### A small window of the routed layout

Bar = 5 um. Window x 30 to 50, y 46 to 66 um. Cells in grey, sequential cells in the stronger grey; small squares are vias.
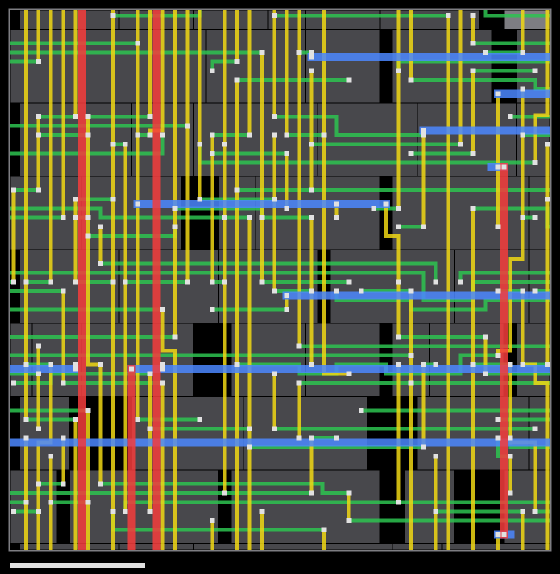
### Metal layers overlaid

Bar = 20 um.
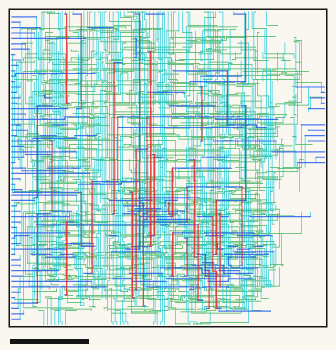
### Congestion heat map

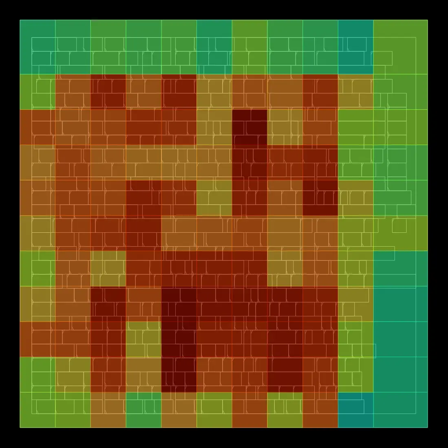
### Gate-type map

Bar = 20 um.
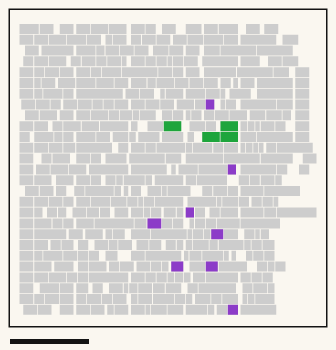
### Where the registers sit

Bar = 20 um. Other sequential cells in the stronger grey, the rest of the logic in the fainter grey.
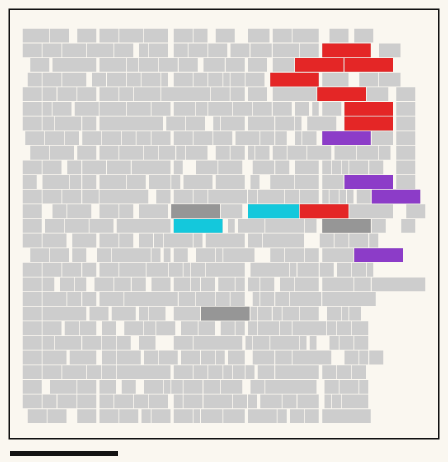
File: config.mk
export PLATFORM = sky130hd
export DESIGN_NAME = mem_port_arbiter
export DESIGN_NICKNAME = d
export VERILOG_FILES = /design/src/rtl/mem_port_arbiter.sv
export SDC_FILE = /design/constraint.sdc
export NUM_CORES = 1
export LEC_CHECK = 0
export CORE_MARGIN = 2
export CORE_UTILIZATION = 37
export DETAILED_ROUTE_END_ITERATION = 8
export GPL_ROUTABILITY_DRIVEN = 0
export PLACE_DENSITY = 0.81
export REMOVE_ABC_BUFFERS = 1
export SLEW_MARGIN = 20
export SYNTH_ARGS = -nofsm -noshare
export SYNTH_HDL_FRONTEND = slang
export SYNTH_SLANG_ARGS = --single-unit
File: constraint.sdc
create_clock -name clk_i -period 3.06 [get_ports clk_i]
set_clock_uncertainty 0.2 [all_clocks]
set_input_delay 0.459 -clock clk_i [delete_from_list [all_inputs] [get_ports clk_i]]
set_output_delay 0.459 -clock clk_i [all_outputs]
set_load 0.02 [all_outputs]
File: src/rtl/mem_port_arbiter.sv
// mem_port_arbiter: round-robin arbiter with burst locking that shares one memory port
module mem_port_arbiter #(
  parameter int NumReq    = 4,
  parameter int DataWidth = 8,
  parameter int AddrWidth = 12
) (
  input  logic                        clk_i,
  input  logic                        rst_ni,
  input  logic [NumReq-1:0]           req_valid_i,
  output logic [NumReq-1:0]           req_ready_o,
  input  logic [AddrWidth-1:0]        req_addr_i    [NumReq],
  input  logic [NumReq-1:0]           req_we_i,
  input  logic signed [DataWidth-1:0] req_wr_data_i [NumReq],
  input  logic [NumReq-1:0]           req_last_i,
  output logic [NumReq-1:0]           rsp_valid_o,
  output logic signed [DataWidth-1:0] rsp_data_o,
  output logic [AddrWidth-1:0]        mem_addr_o,
  output logic                        mem_we_o,
  output logic signed [DataWidth-1:0] mem_wr_data_o,
  input  logic signed [DataWidth-1:0] mem_rd_data_i
);
  localparam int IdxW = $clog2(NumReq);
  typedef enum logic {IDLE, LOCKED} state_e;
  state_e                      state_q, state_d;
  logic [IdxW-1:0]             rr_q, rr_d, own_q, own_d, win, cand;
  logic                        found;
  logic [NumReq-1:0]           rsp_valid_q, rsp_valid_d;
  logic signed [DataWidth-1:0] rsp_data_q, rsp_data_d;

  function automatic logic [IdxW-1:0] wrap_inc(input logic [IdxW-1:0] x);
    return (int'(x) == NumReq - 1) ? '0 : x + 1'b1;
  endfunction

  // pick the winner: owner only while locked, else first valid at or above rr_q
  always_comb begin
    found = 1'b0;
    win   = own_q;
    cand  = '0;
    if (state_q == LOCKED) found = req_valid_i[own_q];
    else
      for (int i = 0; i < NumReq; i++) begin
        cand = IdxW'((int'(rr_q) + i) % NumReq);
        if (!found && req_valid_i[cand]) begin
          found = 1'b1;
          win   = cand;
        end
      end
  end

  // grant and memory drive; outputs forced to 0 with no grant so nothing is written spuriously
  always_comb begin
    req_ready_o   = found ? (NumReq'(1) << win) : '0;
    mem_addr_o    = found ? req_addr_i[win] : '0;
    mem_we_o      = found ? req_we_i[win] : 1'b0;
    mem_wr_data_o = found ? req_wr_data_i[win] : '0;
  end

  // lock/pointer updates and one-cycle-late read response capture
  always_comb begin
    state_d     = state_q;
    rr_d        = rr_q;
    own_d       = own_q;
    rsp_valid_d = (found && !req_we_i[win]) ? req_ready_o : '0;
    rsp_data_d  = (found && !req_we_i[win]) ? mem_rd_data_i : rsp_data_q;
    if (found && req_last_i[win]) begin
      state_d = IDLE;
      rr_d    = wrap_inc(win);
    end else if (found) begin
      state_d = LOCKED;
      own_d   = win;
    end
  end

  // state registers; reset aborts any lock
  always_ff @(posedge clk_i or negedge rst_ni) begin
    if (!rst_ni) begin
      state_q     <= IDLE;
      rr_q        <= '0;
      own_q       <= '0;
      rsp_valid_q <= '0;
      rsp_data_q  <= '0;
    end else begin
      state_q     <= state_d;
      rr_q        <= rr_d;
      own_q       <= own_d;
      rsp_valid_q <= rsp_valid_d;
      rsp_data_q  <= rsp_data_d;
    end
  end

  assign rsp_valid_o = rsp_valid_q;
  assign rsp_data_o  = rsp_data_q;
endmodule

==> deck_impl_summary.md <==
Physical Implementation Snapshot

Final layout
  • Fill cells: 216
  • Post-layout util: 86.9%

Clocking
  • Num CTS Buffers: 3
  • CTS H-tree lvls: 1
  • CTS clock-pin slew for the worst setup and hold paths: 0.07 ns

Timing
  • Minimum clock period: 3.57 ns
  • Max Clk Rate: 280 MHz
  • Worst setup margin: -0.507 ns
  • Final Hold Violation Tally: 0
  • Endpoints failing setup: 35

Floorplanning
  • Placement Rows: 27
  • Die Wd: 79.6 um
  • Die area: 0.00633 mm2

Worst hold path
  • Hold Crit Class: flip-flop to flip-flop

Yosys
  • Ys async rst share: 100%
  • Synth Instances: 252
  • YS chip area: 0.00211 mm2
  • Cells in synth_stat.txt: 252

Setup path
  • Worst setup path endpoint: mem_wr_data_o[1]
  • CP top delay family: AND-OR/OR-AND gates
  • Reg2reg setup slack: -0.28 ns
  • CP arrival: 2.91 ns
  • CP bufs+invs: 4

Pwr
  • Seq pwr share: 7.1%

Run status
  • Violated checks: setup timing
  • Status: finished with violations

Global route
  • Number of global-route vias before repair: 3019

Detailed routing
  • Initial DRC Count: 362
-- 'A small window of the routed layout' (at the start) --
colour	layer
yellow	metal 2
red	metal 4
green	metal 1
blue	metal 3
sequential cells in the window	0
cells with their middle in the window	33
most frequent	clkdlybuf4s50_1 (8), buf_4 (5)

-- 'Metal layers overlaid' (at the start) --
colour	layer	wire length
cyan	metal 2	6360 um
green	metal 1	4600 um
red	metal 4	707 um
blue	metal 3	1160 um
via count: 3268
drt total wl: 12.8 mm
GR Util All Layers: 29.4%

-- 'Congestion heat map' (at the start) --
GRT met3 Usage: 6.45%
GRT met1 Usage: 34.1%

-- 'Gate-type map' (at the start) --
colour	family	cells
purple	AND and OR gates	8
green	adder and majority cells	4
fin cells: 521
most used logic cell in the final layout: clkdlybuf4s50_1
Comb area share: 41.9%

-- 'Where the registers sit' (at the start) --
colour	netlist name	sequential cells
purple	rsp_valid_o	4
cyan	rr_q	2
red	rsp_data_o	8

## cell type report
cell class	instances	share of cell area, %
Clock buffer	3	0.863
Sequential cell	17	8.92
Timing Repair Buffer	216	45.4
Tap cell	72	1.88
Clock inverter	1	0.105
Inverter	12	0.942
Antenna cell	1	0.0523
Multi-Input combinational cell	199	41.9
## how the worst min path moves through the flow
stage / from / to / slack, ns / cells after the start
6_report: rsp_data_o[6] / rsp_data_o[6] / 0.31 / 1
3_3_place_gp: rsp_data_o[6] / rsp_data_o[6] / 0.29 / 1
2_1_floorplan: rst_ni / own_q[0] / -0.04 / 0
4_1_cts: rsp_data_o[6] / rsp_data_o[6] / 0.31 / 1
5_1_grt: rsp_data_o[6] / rsp_data_o[6] / 0.32 / 1
3_5_place_dp: rsp_data_o[6] / rsp_data_o[6] / 0.29 / 1
## synth_stat cells, drive strengths merged (3+ instances only)
master / number / area (um2)
or2: 3 / 18.8
nor3b: 4 / 30.0
nor3: 7 / 35.0
inv: 11 / 41.3
nor2b: 22 / 138
o21ai: 12 / 60.1
nand2: 6 / 22.5
dfrtp: 17 / 425
ha: 4 / 50.1
buf: 18 / 109
nand2b: 3 / 18.8
nor2: 9 / 33.8
mux2i: 26 / 260
mux2: 12 / 135
a21oi: 15 / 82.6
nand3: 3 / 15.0
a211oi: 40 / 300
clkbuf: 6 / 22.5
## registers in the layout (all words and copies together), names as in the netlist
name         flops
rsp_data_o       8
rsp_valid_o      4
own_q            2
rr_q             2
state_q          1
## cells by family (layout without fill, tap and decap cells)
group                    after synthesis  after routing  share of synthesized area, %
AND-OR/OR-AND                         87             87                          29.8
AND/OR/NAND/NOR                       69             69                          19.6
multiplexers                          39             39                          19.8
buffers and inverters                 36            232                          8.35
flip-flops                            17             17                          20.1
adder cells (fa/ha/maj)                4              4                          2.37
other                                  0              1                             0
No activity file was given, so power comes from the tool's default toggle rates.
